**config.mk**
```make
export PLATFORM = sky130hd
export DESIGN_NAME = systolic_edge_feeder_flat
export DESIGN_NICKNAME = d
export VERILOG_FILES = /design/src/rtl/systolic_edge_feeder_if.sv /design/src/rtl/systolic_edge_feeder.sv /design/src/flat_wrapper.sv
export SDC_FILE = /design/constraint.sdc
export NUM_CORES = 1
export LEC_CHECK = 0
export CAP_MARGIN = 5
export CORE_MARGIN = 5
export CORE_UTILIZATION = 45
export CTS_CLUSTER_SIZE = 8
export DETAILED_ROUTE_END_ITERATION = 8
export DONT_BUFFER_PORTS = 1
export GPL_TIMING_DRIVEN = 0
export SYNTH_ARGS = -nofsm -noshare
export SYNTH_HDL_FRONTEND = slang
export SYNTH_SLANG_ARGS = --single-unit
```
**constraint.sdc**
```tcl
create_clock -name clk -period 8.96 [get_ports clk]
set_input_delay 1.344 -clock clk [delete_from_list [all_inputs] [get_ports clk]]
set_output_delay 1.344 -clock clk [all_outputs]
set_load 0.02 [all_outputs]
```
**src/rtl/systolic_edge_feeder_if.sv**
```systemverilog
// systolic_edge_feeder_if
//  Beat stream carrying one k-slice of the tile into the edge feeder.
//  s_valid  producer -> feeder   beat valid
//  s_ready  feeder -> producer   feeder can accept a beat
//  s_last   producer -> feeder   final k-slice of the tile
//  s_left   producer -> feeder   N activation lanes, lane i at [i*DW +: DW]
//  s_up     producer -> feeder   N weight-code lanes, lane j at [j*DW +: DW]
interface systolic_edge_feeder_if #(
   parameter int N  = 4,
   parameter int DW = 8
);
   logic            s_valid;
   logic            s_ready;
   logic            s_last;
   logic [N*DW-1:0] s_left;
   logic [N*DW-1:0] s_up;

   modport master (output s_valid, s_last, s_left, s_up, input s_ready);
   modport slave  (input s_valid, s_last, s_left, s_up, output s_ready);
endinterface

```
**src/rtl/systolic_edge_feeder.sv**
```systemverilog
// systolic_edge_feeder
//  Upstream stage of the shift-MAC systolic array. Each accepted beat carries
//  one k-slice: N activation lanes for the left edge and N weight codes for the
//  top edge. Lane i is delayed by 1+i registers so equal-k operands meet at
//  PE(i,j). Cycles without a transfer inject zeros. Each tile runs
//  IDLE -> STREAM -> FLUSH and tile_done pulses once the array has absorbed it.
//  Ports:
//   clk, reset  clock (rising edge), asynchronous active-high reset
//   s           slave side of systolic_edge_feeder_if (beat stream)
//   left_edge   N*DW, lane i drives left_in of PE(i,0)
//   up_edge     N*DW, lane j drives up_in of PE(0,j)
//   busy        high while in STREAM or FLUSH
//   tile_done   one-cycle pulse at tile completion
//   beat_cnt, stall_cnt  16-bit statistics, only when FEEDER_STATS_EN is defined
//  Optional feature macro: FEEDER_STATS_EN
module systolic_edge_feeder #(
   parameter int N  = 4,
   parameter int DW = 8,
   parameter int CW = 8
) (
   input  logic            clk,
   input  logic            reset,
   systolic_edge_feeder_if.slave s,
   output logic [N*DW-1:0] left_edge,
   output logic [N*DW-1:0] up_edge,
   output logic            busy,
   output logic            tile_done
`ifdef FEEDER_STATS_EN
   ,
   output logic [15:0]     beat_cnt,
   output logic [15:0]     stall_cnt
`endif
);

   typedef enum logic [1:0] {IDLE, STREAM, FLUSH} state_t;

   // Flush spans skew, horizontal pass, vertical pass and PE output register.
   localparam logic [CW-1:0] FLUSH_LAST = CW'(3 * (N - 1));

   state_t          state_q, state_d;
   logic [CW-1:0]   cnt_q, cnt_d, cnt_inc;
   logic            tile_done_q, tile_done_d;
   logic            xfer;

   assign s.s_ready = (state_q != FLUSH);
   assign xfer      = s.s_valid & s.s_ready;
   assign busy      = (state_q != IDLE);
   assign tile_done = tile_done_q;
   assign cnt_inc   = cnt_q + 1'b1;

   // Per-lane skew chains; lane i has 1+i stages, the last stage is the edge.
   for (genvar i = 0; i < N; i++) begin : g_lane
      logic [DW-1:0] l_q [0:i];
      logic [DW-1:0] l_d [0:i];
      logic [DW-1:0] u_q [0:i];
      logic [DW-1:0] u_d [0:i];

      always_comb begin
         // Heads load zero on bubbles so row/column alignment is kept.
         l_d[0] = xfer ? s.s_left[i*DW +: DW] : '0;
         u_d[0] = xfer ? s.s_up[i*DW +: DW]   : '0;
         for (int k = 1; k <= i; k++) begin
            l_d[k] = l_q[k-1];
            u_d[k] = u_q[k-1];
         end
      end

      always_ff @(posedge clk or posedge reset) begin
         if (reset) begin
            for (int k = 0; k <= i; k++) begin
               l_q[k] <= '0;
               u_q[k] <= '0;
            end
         end else begin
            l_q <= l_d;
            u_q <= u_d;
         end
      end

      assign left_edge[i*DW +: DW] = l_q[i];
      assign up_edge[i*DW +: DW]   = u_q[i];
   end

   always_comb begin
      state_d     = state_q;
      cnt_d       = cnt_q;
      tile_done_d = 1'b0;
      case (state_q)
         IDLE: if (xfer) begin
            state_d = s.s_last ? FLUSH : STREAM;
            cnt_d   = '0;
         end
         STREAM: if (xfer && s.s_last) begin
            state_d = FLUSH;
            cnt_d   = '0;
         end
         FLUSH: begin
            // Compare the value being written so tile_done and IDLE land together.
            cnt_d = cnt_inc;
            if (cnt_inc == FLUSH_LAST) begin
               state_d     = IDLE;
               tile_done_d = 1'b1;
               cnt_d       = '0;
            end
         end
         default: state_d = IDLE;
      endcase
   end

   always_ff @(posedge clk or posedge reset) begin
      if (reset) begin
         state_q     <= IDLE;
         cnt_q       <= '0;
         tile_done_q <= 1'b0;
      end else begin
         state_q     <= state_d;
         cnt_q       <= cnt_d;
         tile_done_q <= tile_done_d;
      end
   end

`ifdef FEEDER_STATS_EN
   logic [15:0] beat_q, beat_d, stall_q, stall_d;

   always_comb begin
      beat_d  = beat_q;
      stall_d = stall_q;
      if (state_q == IDLE && xfer) begin
         // First beat of a tile restarts both counters.
         beat_d  = 16'd1;
         stall_d = '0;
      end else if (state_q == STREAM) begin
         if (xfer && beat_q != 16'hFFFF)
            beat_d = beat_q + 16'd1;
         if (!s.s_valid && stall_q != 16'hFFFF)
            stall_d = stall_q + 16'd1;
      end
   end

   always_ff @(posedge clk or posedge reset) begin
      if (reset) begin
         beat_q  <= '0;
         stall_q <= '0;
      end else begin
         beat_q  <= beat_d;
         stall_q <= stall_d;
      end
   end

   assign beat_cnt  = beat_q;
   assign stall_cnt = stall_q;
`endif

endmodule

```
**src/flat_wrapper.sv**
```systemverilog
// flat-port wrapper written by rule: the top's interface ports become plain ports
module systolic_edge_feeder_flat 
#(
   parameter int N  = 4,
   parameter int DW = 8,
   parameter int CW = 8
)
  (clk, reset, left_edge, up_edge, busy, tile_done, s_s_valid, s_s_last, s_s_left, s_s_up, s_s_ready);
  systolic_edge_feeder_if #(.N(N), .DW(DW)) s_i ();
  input  logic clk;
  input  logic reset;
  output logic [N*DW-1:0] left_edge;
  output logic [N*DW-1:0] up_edge;
  output logic busy;
  output logic tile_done;
  input wire logic [$bits(s_i.s_valid)-1:0] s_s_valid;
  input wire logic [$bits(s_i.s_last)-1:0] s_s_last;
  input wire logic [$bits(s_i.s_left)-1:0] s_s_left;
  input wire logic [$bits(s_i.s_up)-1:0] s_s_up;
  output wire logic [$bits(s_i.s_ready)-1:0] s_s_ready;
  assign s_i.s_valid = s_s_valid;
  assign s_i.s_last = s_s_last;
  assign s_i.s_left = s_s_left;
  assign s_i.s_up = s_s_up;
  assign s_s_ready = s_i.s_ready;
  systolic_edge_feeder #(.N(N), .DW(DW), .CW(CW)) u_core (.clk(clk), .reset(reset), .s(s_i), .left_edge(left_edge), .up_edge(up_edge), .busy(busy), .tile_done(tile_done));
endmodule
```
==> flow_metrics.py <==
# Auto-generated metrics
metrics = {
    "status": {
        "outcome": "finished, final reports clean",
    },
    "synthesis": {
        "ys_types": 34,
        "syn_inst": 314,
        "synth-edff-count": 0,
        "synth_warnings": 0,
        "synthArstFlopShare_pct": 100,
        "yosysCellCount": 314,
        "ys_seq_share_pct": 82.8,
        "yosys_area_mm2": 0.00516,
        "yosys-top-cells-count": "dfrtp_1 (171), and3_1 (66), clkbuf_1 (13)",
        "mappedNetlistNets": 384,
        "netlist_area_mm2": 0.00516,
        "most_common_cell": "dfrtp_1",
        "synth_top_cell_by_area": "dfrtp_1",
        "flop_cell": "dfrtp_1",
    },
    "setup_path": {
        "arrival_ps": 1790,
        "r2r_end": "u_core.cnt_q[3]$_DFFE_PP0P_",
        "rr_startpoint": "u_core.cnt_q[0]$_DFFE_PP0P_",
        "critPathSlowestCell": "dfrtp_1",
        "worstPathMaxFanout": 10,
        "cp.required_ps": 7620,
        "path_buffers": 4,
        "reg2regPathDepth": 5,
        "critical-path-top-delay-family": "buffers and inverters",
        "cpMostUsedCell": "buf_2",
        "start_kind": "register",
        "slowest_delay_ps": 410,
        "crit_chain": "and2b_2 > clkbuf_8 > inv_1 > buf_2 > buf_2",
        "regToRegSetupSlack_ps": 7010,
        "critPathKind": "reg -> out",
    },
    "hold_path": {
        "worstHoldEndpoint": "u_core.left_edge[23]$_DFF_PP0_",
    },
    "finish": {
        "combGateArea_um2": 769,
        "seq_area_mm2": 0.00428,
        "syn_to_final_growth_pct": 15.5,
    },
    "timing": {
        "setup_ws_ps": 5820,
        "timing.fmax_ghz": 0.319,
        "slew_headroom_pct": 53.6,
        "rsz0062_at_grt": "no",
        "layout_min_cycle_time_ps": 3140,
        "period_used_pct": 35.0,
        "timing.setup.tns_ps": 0,
        "hold_viol_final": 0,
    },
    "grt": {
        "grt_overflow": 0,
        "grt_max_degree": 129,
        "grt_pass1_vias": 2609,
        "grt_pass1_wl_um": 13400,
    },
    "clock_network": {
        "cts_max_level": 4,
        "post-cts-setup-buffers": 0,
        "cts_tree": "done",
        "path_clk_slew_ps": 60,
        "cts_resized": 0,
        "holdBufCountCts": 0,
        "cts.path.max_buffers": 2,
    },
    "drt": {
        "routed_via_density": 4.94,
        "ant_nets": 0,
        "vias": 2439,
        "drt-total-wl_um": 8520,
        "drtPass1Iterations": 4,
        "post-route-drc-count": 0,
    },
    "job": {
        "drv_cap": 0,
        "warnings": 29,
    },
    "placement": {
        "dp_slack_ps": 6230,
        "post_dp_cell_area_mm2": 0.00538,
    },
    "die": {
        "initial_core_util_pct": 45.6,
        "rows": 39,
        "io_pins": 135,
    },
    "power_and_ir_drop": {
        "peakVddDrop_mv": 0.159,
        "p_per_area_mw_per_mm2": 312,
    },
}
[worst reg2reg max path: cells and delay by family (launching register included)]
| kind | cells | cell delay, ps |
|---|---|---|
| compound gates | 1 | 340 |
| fa+ha+maj | 1 | 290 |
| flops | 1 | 430 |
| simple gates | 3 | 780 |
[cell families after synthesis]
group           after synthesis  share of synthesized area (%)
buf+inv                      25                           2.25
compound gates               25                           3.32
simple gates                 89                           10.8
flops                       171                           82.8
xor+xnor                      2                          0.339
fa+ha+maj                     2                          0.484
[layout make-up]
cell class | instances | share of cell area, %
inverter | 7 | 0.567
clock buffer | 20 | 7.32
tap | 143 | 3.00
buffer | 18 | 1.51
timing repair buffer | 1 | 0.462
multi-input combinational | 118 | 12.9
antenna | 4 | 0.168
clock inverter | 12 | 2.31
sequential | 171 | 71.8
[sequential cells by signal, summed over array words and instances (netlist names)]
| register | count |
|---|---|
| u_core.up_edge | 24 |
| u_core.g_lane.l_q | 8 |
| u_core.state_q | 2 |
| u_core.g_lane.u_d | 48 |
| u_core.tile_done | 1 |
| u_core.g_lane.u_q | 8 |
| u_core.g_lane.l_d | 48 |
| u_core.cnt_q | 8 |
| u_core.left_edge | 24 |
[report_power, final]
part	total, µW	switching [µW]	internal, µW
sequential	988	99.9	888
clock	698	284	414
combinational	173	110	63.3
[worst max-delay path by stage]
| stage | startpoint | to | slack (ps) | cells past startpoint |
|---|---|---|---|---|
| after floorplan | reset | u_core.cnt_q[0]$_DFFE_PP0P_ | 2980 | 1 |
| after CTS | u_core.state_q[1]$_DFFE_PP0P_ | s_s_ready | 5800 | 5 |
| after detailed placement | u_core.state_q[1]$_DFFE_PP0P_ | s_s_ready | 6230 | 5 |
| after global routing | u_core.state_q[1]$_DFFE_PP0P_ | s_s_ready | 5730 | 5 |
| after global placement | reset | u_core.g_lane[0].l_q[4]$_DFF_PP0_ | 1660 | 1 |
| final | u_core.state_q[1]$_DFFE_PP0P_ | s_s_ready | 5820 | 5 |
[per-stage QoR]
step                      total power (µW)  std cells  hold WS (ps)
final                                 1860        494           341
after global routing                  1950        494           351
after CTS                             1890        490           343
after detailed placement              1180        458           335
after global placement                1170        457           332
after floorplan                       1120        314           331
[placed cells by master, fill, tap and decap left out, types with 2 or more instances in the layout]
| master | n |
|---|---|
| ha_1 | 2 |
| and2b_2 | 2 |
| clkbuf_1 | 16 |
| nor2_1 | 4 |
| o31ai_1 | 2 |
| nand3_1 | 2 |
| diode_2 | 4 |
| clkinv_2 | 2 |
| clkinvlp_4 | 4 |
| inv_6 | 3 |
| clkbuf_16 | 17 |
| nand4_1 | 3 |
| and3_1 | 66 |
| dfrtp_1 | 171 |
| o21ai_0 | 11 |
| inv_8 | 2 |
| buf_2 | 2 |
| a211oi_1 | 2 |
| inv_1 | 6 |
| nand2_1 | 5 |
| a31oi_1 | 2 |
| bufinv_16 | 2 |
| o211a_1 | 2 |
[per-layer routing]
metal	track usage [%]	routed length [µm]	vias to the layer above
li1	-	-	1107
met5	0	7	-
met2	19.0	4040	96
met3	6.58	803	10
met4	5.05	99	2
met1	17.2	3570	1224
Clock wiring as the flow saved it:
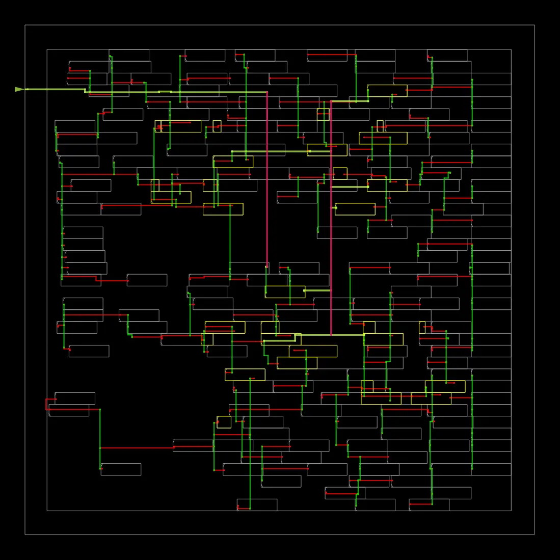
Worst-Skew Late Latency: 400 ps
clkbuf count: 20
cts bufs inserted: 17
clock skew: 9.09 ps

Signal wires by layer:
(2 px per µm) Two of the layers only.
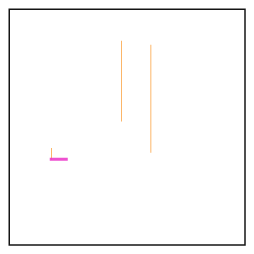
magenta -> met5  # wire length 7.40 µm
orange -> met4  # wire length 99.3 µm

Pin map:
(3 px per µm) Pins as bars across the die edge, other pins in grey.
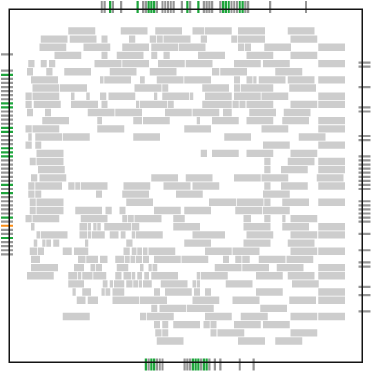
orange -> `s_s_valid`  # pins 1, direction input, edge left
green -> `s_s_up`  # pins 32, direction input, edge 12 left, 12 top, 8 bottom
Die W: 117 µm
die y size: 117 µm
port bufs: 0

Gate families picked out:
(3 px per µm)
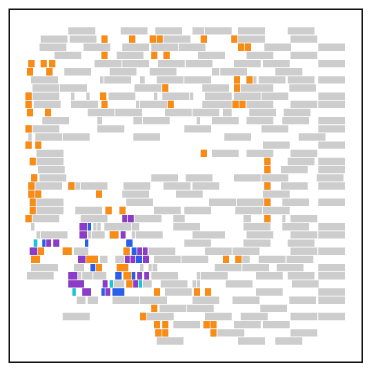
cyan -> NOR gates  # cells 4, where bottom left
purple -> inverting AOI/OAI gates  # cells 22
orange -> AND and OR gates  # cells 74
blue -> NAND gates  # cells 11

No activity file was given, so power comes from the tool's default toggle rates.
